===== src/rtl/word_packer.sv =====
// word_packer: gathers RATIO consecutive IN_WIDTH-bit samples into one wide word behind a valid/ready output.
// Optional partial-word flush is enabled by defining WORD_PACKER_FLUSH_EN.
module word_packer #(
    parameter int IN_WIDTH = 8,
    parameter int RATIO    = 4
) (
    input  logic                         clk,
    input  logic                         rst,
    input  logic                         in_valid,
    input  logic [IN_WIDTH-1:0]          in_data,
    output logic                         in_ready,
    output logic                         out_valid,
    output logic [IN_WIDTH*RATIO-1:0]    out_data,
    output logic [$clog2(RATIO+1)-1:0]   out_count,
    input  logic                         out_ready
`ifdef WORD_PACKER_FLUSH_EN
    ,
    input  logic                         flush
`endif
);

    localparam int CW  = $clog2(RATIO);
    localparam int OCW = $clog2(RATIO+1);
    localparam int AW  = IN_WIDTH*(RATIO-1);
    localparam logic [CW-1:0] LAST = CW'(RATIO-1);

    logic [CW-1:0] cnt;
    logic [AW-1:0] acc;
    logic          out_free;
    logic          cnt_last;
    logic          accept;
    logic          load_full;
    logic          flush_emit;

`ifdef WORD_PACKER_FLUSH_EN
    logic                      flush_pend;
    logic [IN_WIDTH*RATIO-1:0] flush_word;

    // Pending flush blocks input so the partial word is emitted with a stable lane count.
    always_comb begin
        out_free   = !out_valid || out_ready;
        cnt_last   = (cnt == LAST);
        in_ready   = rst && !flush_pend && (!cnt_last || out_free);
        accept     = in_valid && in_ready;
        load_full  = accept && cnt_last;
        flush_emit = flush_pend && out_free && (cnt != '0);
    end

    // Lanes at or above cnt may hold stale data from an earlier word, so they are zeroed.
    always_comb begin
        flush_word = '0;
        for (int k = 0; k < RATIO-1; k++) begin
            if (k < int'(cnt)) begin
                flush_word[k*IN_WIDTH +: IN_WIDTH] = acc[k*IN_WIDTH +: IN_WIDTH];
            end
        end
    end

    always_ff @(posedge clk or negedge rst) begin
        if (!rst) begin
            flush_pend <= 1'b0;
        end else if (flush) begin
            flush_pend <= 1'b1;
        end else if (flush_pend && (out_free || cnt == '0)) begin
            flush_pend <= 1'b0;
        end
    end
`else
    always_comb begin
        out_free   = !out_valid || out_ready;
        cnt_last   = (cnt == LAST);
        in_ready   = rst && (!cnt_last || out_free);
        accept     = in_valid && in_ready;
        load_full  = accept && cnt_last;
        flush_emit = 1'b0;
    end
`endif

    // The final lane bypasses acc and goes straight into the output register.
    always_ff @(posedge clk or negedge rst) begin
        if (!rst) begin
            cnt <= '0;
            acc <= '0;
        end else if (load_full || flush_emit) begin
            cnt <= '0;
        end else if (accept) begin
            cnt <= cnt + CW'(1);
            for (int k = 0; k < RATIO-1; k++) begin
                if (cnt == CW'(k)) begin
                    acc[k*IN_WIDTH +: IN_WIDTH] <= in_data;
                end
            end
        end
    end

    always_ff @(posedge clk or negedge rst) begin
        if (!rst) begin
            out_valid <= 1'b0;
            out_data  <= '0;
            out_count <= '0;
        end else if (load_full) begin
            out_valid <= 1'b1;
            out_data  <= {in_data, acc};
            out_count <= OCW'(RATIO);
`ifdef WORD_PACKER_FLUSH_EN
        end else if (flush_emit) begin
            out_valid <= 1'b1;
            out_data  <= flush_word;
            out_count <= OCW'(cnt);
`endif
        end else if (out_ready) begin
            out_valid <= 1'b0;
        end
    end

endmodule


===== config.mk =====
export PLATFORM = sky130hd
export DESIGN_NAME = word_packer
export DESIGN_NICKNAME = d
export VERILOG_FILES = /design/src/rtl/word_packer.sv
export SDC_FILE = /design/constraint.sdc
export NUM_CORES = 1
export LEC_CHECK = 0
export CAP_MARGIN = 0
export CORE_MARGIN = 3
export CORE_UTILIZATION = 52
export CTS_BUF_LIST = sky130_fd_sc_hd__clkbuf_4
export CTS_CLUSTER_DIAMETER = 100
export DETAILED_ROUTE_END_ITERATION = 6
export PLACE_DENSITY = 0.77
export SKIP_CTS_REPAIR_TIMING = 1
export SYNTH_ARGS = -nofsm -noshare
export SYNTH_HDL_FRONTEND = slang
export SYNTH_SLANG_ARGS = --single-unit
export TNS_END_PERCENT = 20

===== constraint.sdc =====
create_clock -name clk -period 2.1 [get_ports clk]
set_input_delay 0.42 -clock clk [delete_from_list [all_inputs] [get_ports clk]]
set_output_delay 0.42 -clock clk [all_outputs]
set_load 0.02 [all_outputs]

==> images/m1.png <==
Cells faint in the background.
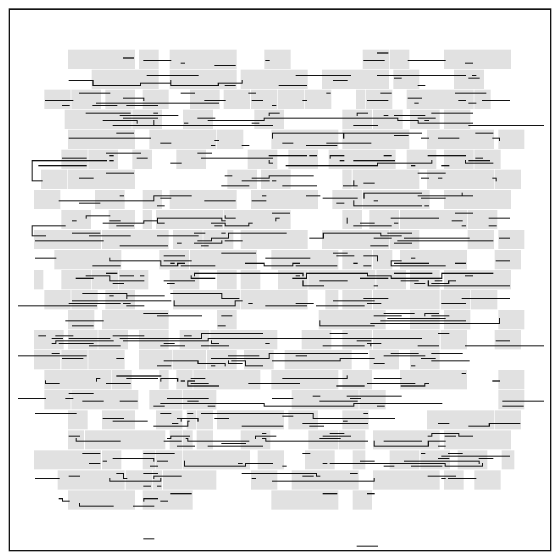
- main direction: horizontal
- nets with wire on the layer: 180
via total after detailed routing: 1325
wirelength, routed: 4220 um
met1 GRT Util: 22.4%

==> images/m2.png <==
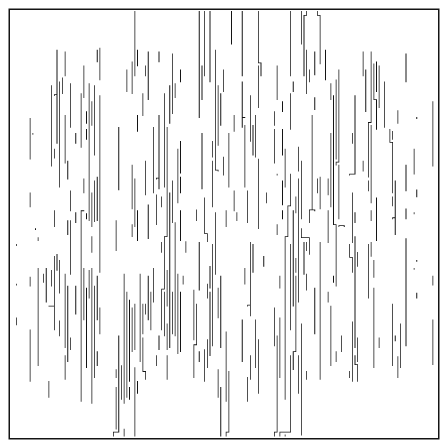
- main direction: vertical
- nets with wire on the layer: 208
- share of all routed wire: 51%
- longest straight run: 32.6 um
met2 routing resource usage after global routing: 29.6%

==> images/util_map.png <==
Bar = 20 um. 7 x 7 tiles, from dark blue (low) to red (high), 0 to 100% covered.
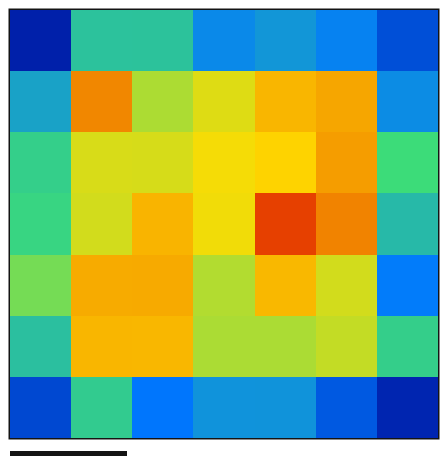
- fullest tile: 93%
- emptiest ninth of the die: lower right
- densest ninth of the die: center
- tiles over 75% full: 27%
initial core utilization: 56.5%
final cell utilization of the core: 72.0%
placeable core region: 4170 um^2

==> results_tabular.tex <==
% Auto-generated results table
\begin{tabular}{lr}
\hline
Metric & Value \\
\hline
\multicolumn{2}{l}{\textbf{Cells and area}} \\
\quad Final design area excluding fillers & 3000 um\^{}2 \\
\quad Logic area & 798 um\^{}2 \\
\quad Antenna Diode Count & 0 \\
\quad Non-clock buffer count & 50 \\
\quad Clock network area share & 4.33\% \\
\quad Signal buffers share of area & 16.7\% \\
\quad Count of clock buffers in the final design & 10 \\
\quad Multi-input gate share of total cell area & 26.6\% \\
\quad Register share of the cell area & 50.0\% \\
\quad Area-dominant cell class after layout & sequential cells \\
\quad \# nets final & 215 \\
\multicolumn{2}{l}{\textbf{Synth}} \\
\quad Top cells by count, synth & 60 x sky130\_fd\_sc\_hd\_\_dfrtp\_1, 56 x sky130\_fd\_sc\_hd\_\_mux2\_2, 4 x sky130\_fd\_sc\_hd\_\_ha\_1 \\
\quad Post-synthesis register bit count & 60 \\
\quad Number of instances in the synthesized netlist & 143 \\
\quad YS chip area & 2360 um\^{}2 \\
\quad Summed instance area of the synthesized netlist & 2360 um\^{}2 \\
\quad Cell type with the largest total area & sky130\_fd\_sc\_hd\_\_dfrtp\_1 \\
\quad Yosys stat cell total & 143 \\
\quad Cells taking the most area after synthesis & sky130\_fd\_sc\_hd\_\_dfrtp\_1 64\%, sky130\_fd\_sc\_hd\_\_mux2\_2 27\%, sky130\_fd\_sc\_hd\_\_ha\_1 2.1\%, sky130\_fd\_sc\_hd\_\_buf\_6 1.4\%, sky130\_fd\_sc\_hd\_\_nand2\_2 0.80\% \\
\quad Flip-flop cell with the highest count after synthesis & sky130\_fd\_sc\_hd\_\_dfrtp\_1 \\
\quad Portion of synthesized cell area occupied by the leading cell type & 63.7\% \\
\quad Syn\_area\_per\_cell & 16.5 um\^{}2 \\
\multicolumn{2}{l}{\textbf{Global routing}} \\
\quad Number of antenna violations at the first check in global routing & 0 \\
\quad Most crowded layer after global routing & met2 \\
\quad Vias in the first global route & 1522 \\
\quad Largest net degree at the start of global routing & 60 \\
\multicolumn{2}{l}{\textbf{Route}} \\
\quad Detail Route met2 WL & 2170 um \\
\quad Amount of wire on met3 after detailed routing & 241 um \\
\quad Vias per std cell & 5.22 \\
\quad WL met1 & 1760 um \\
\quad First-pass iteration count of the detailed router & 2 \\
\quad Number of design-rule violations left by the first detailed-router iteration & 74 \\
\quad DRC violation count after routing & 0 \\
\quad Routed length per placed instance & 16.6 um \\
\quad Remaining number of nets flagged by the antenna check after routing & 0 \\
\multicolumn{2}{l}{\textbf{Worst setup path}} \\
\quad Largest delay contributor family on the critical path & buffers and inverters \\
\quad Maximum single-stage delay on the critical path & 0.52 ns \\
\quad Data arrival time of the critical path & 1.56 ns \\
\quad Critical path startpoint category & input port \\
\quad Logic depth of the worst setup path including buffers & 4 \\
\quad CP max-delay cell & sky130\_fd\_sc\_hd\_\_dlygate4sd3\_1 \\
\quad FF-to-FF setup slack & 0.48 ns \\
\quad Critical path capture point type & output port \\
\quad Worst path required time & 1.68 ns \\
\multicolumn{2}{l}{\textbf{Power and ir drop}} \\
\quad Sequential fraction of design power & 43.7\% \\
\quad Part of the power in combinational logic & 39.6\% \\
\quad Total clock network power & 0.758 mW \\
\quad P\_sw & 1.46 mW \\
\multicolumn{2}{l}{\textbf{Placed design}} \\
\quad Final weighted congestion in routability-driven placement & 0.688 \\
\quad Total cell area at the placement stage & 2860 um\^{}2 \\
\quad Sum of net half-perimeters after detailed placement & 2870 um \\
\multicolumn{2}{l}{\textbf{Flow run}} \\
\quad Total of max-cap violations & 0 \\
\quad Log Warnings & 29 \\
\multicolumn{2}{l}{\textbf{Timing}} \\
\quad Unrepaired setup endpoints after global routing & false \\
\quad Post-route minimum period & 1.98 ns \\
\quad Actual slew at the worst max-slew pin & 0.707 ns \\
\quad Max-slew violations & 0 \\
\quad Post-Route Skew & 0.0132 ns \\
\quad Period Utilization, post-route & 94.5\% \\
\multicolumn{2}{l}{\textbf{Floorplan}} \\
\quad Boundary pin count & 49 \\
\quad Count of standard-cell rows & 23 \\
\multicolumn{2}{l}{\textbf{Clock network}} \\
\quad Worst skew pair latency & 0.39 ns \\
\quad H-tree levels & 3 \\
\quad Longest Clk Path Bufs & 2 \\
\multicolumn{2}{l}{\textbf{Outcome}} \\
\quad Outcome & completed \\
\hline
\end{tabular}
==> kinds of logic after synthesis <==
group                      Yosys count  synth area share [%]
DFF                                 60                  63.7
AOI/OAI and AO/OA                    3                 0.743
muxes                               57                  27.2
adders and majority gates            4                  2.12
other                                1                 0.159
buffers and inverters                8                  2.60
and+or+nand+nor                     10                  3.45
==> per-stage QoR <==
stage | setup slack [ns] | setup TNS, ns | power (mW)
after floorplan | 0.516 | 0 | 2.98
after global placement | -0.0789 | -0.0789 | 3.73
after detailed placement | -0.0916 | -0.0916 | 3.84
after CTS | -0.213 | -0.213 | 4.61
after global routing | 0.0357 | 0 | 4.82
final | 0.116 | 0 | 4.54
==> sequential cells by signal, summed over array words and instances, names as in the netlist <==
register and cells:
acc 24, out_data 32, out_count 1, out_valid 1, cnt 2
Power and IR drop assume default switching activity.
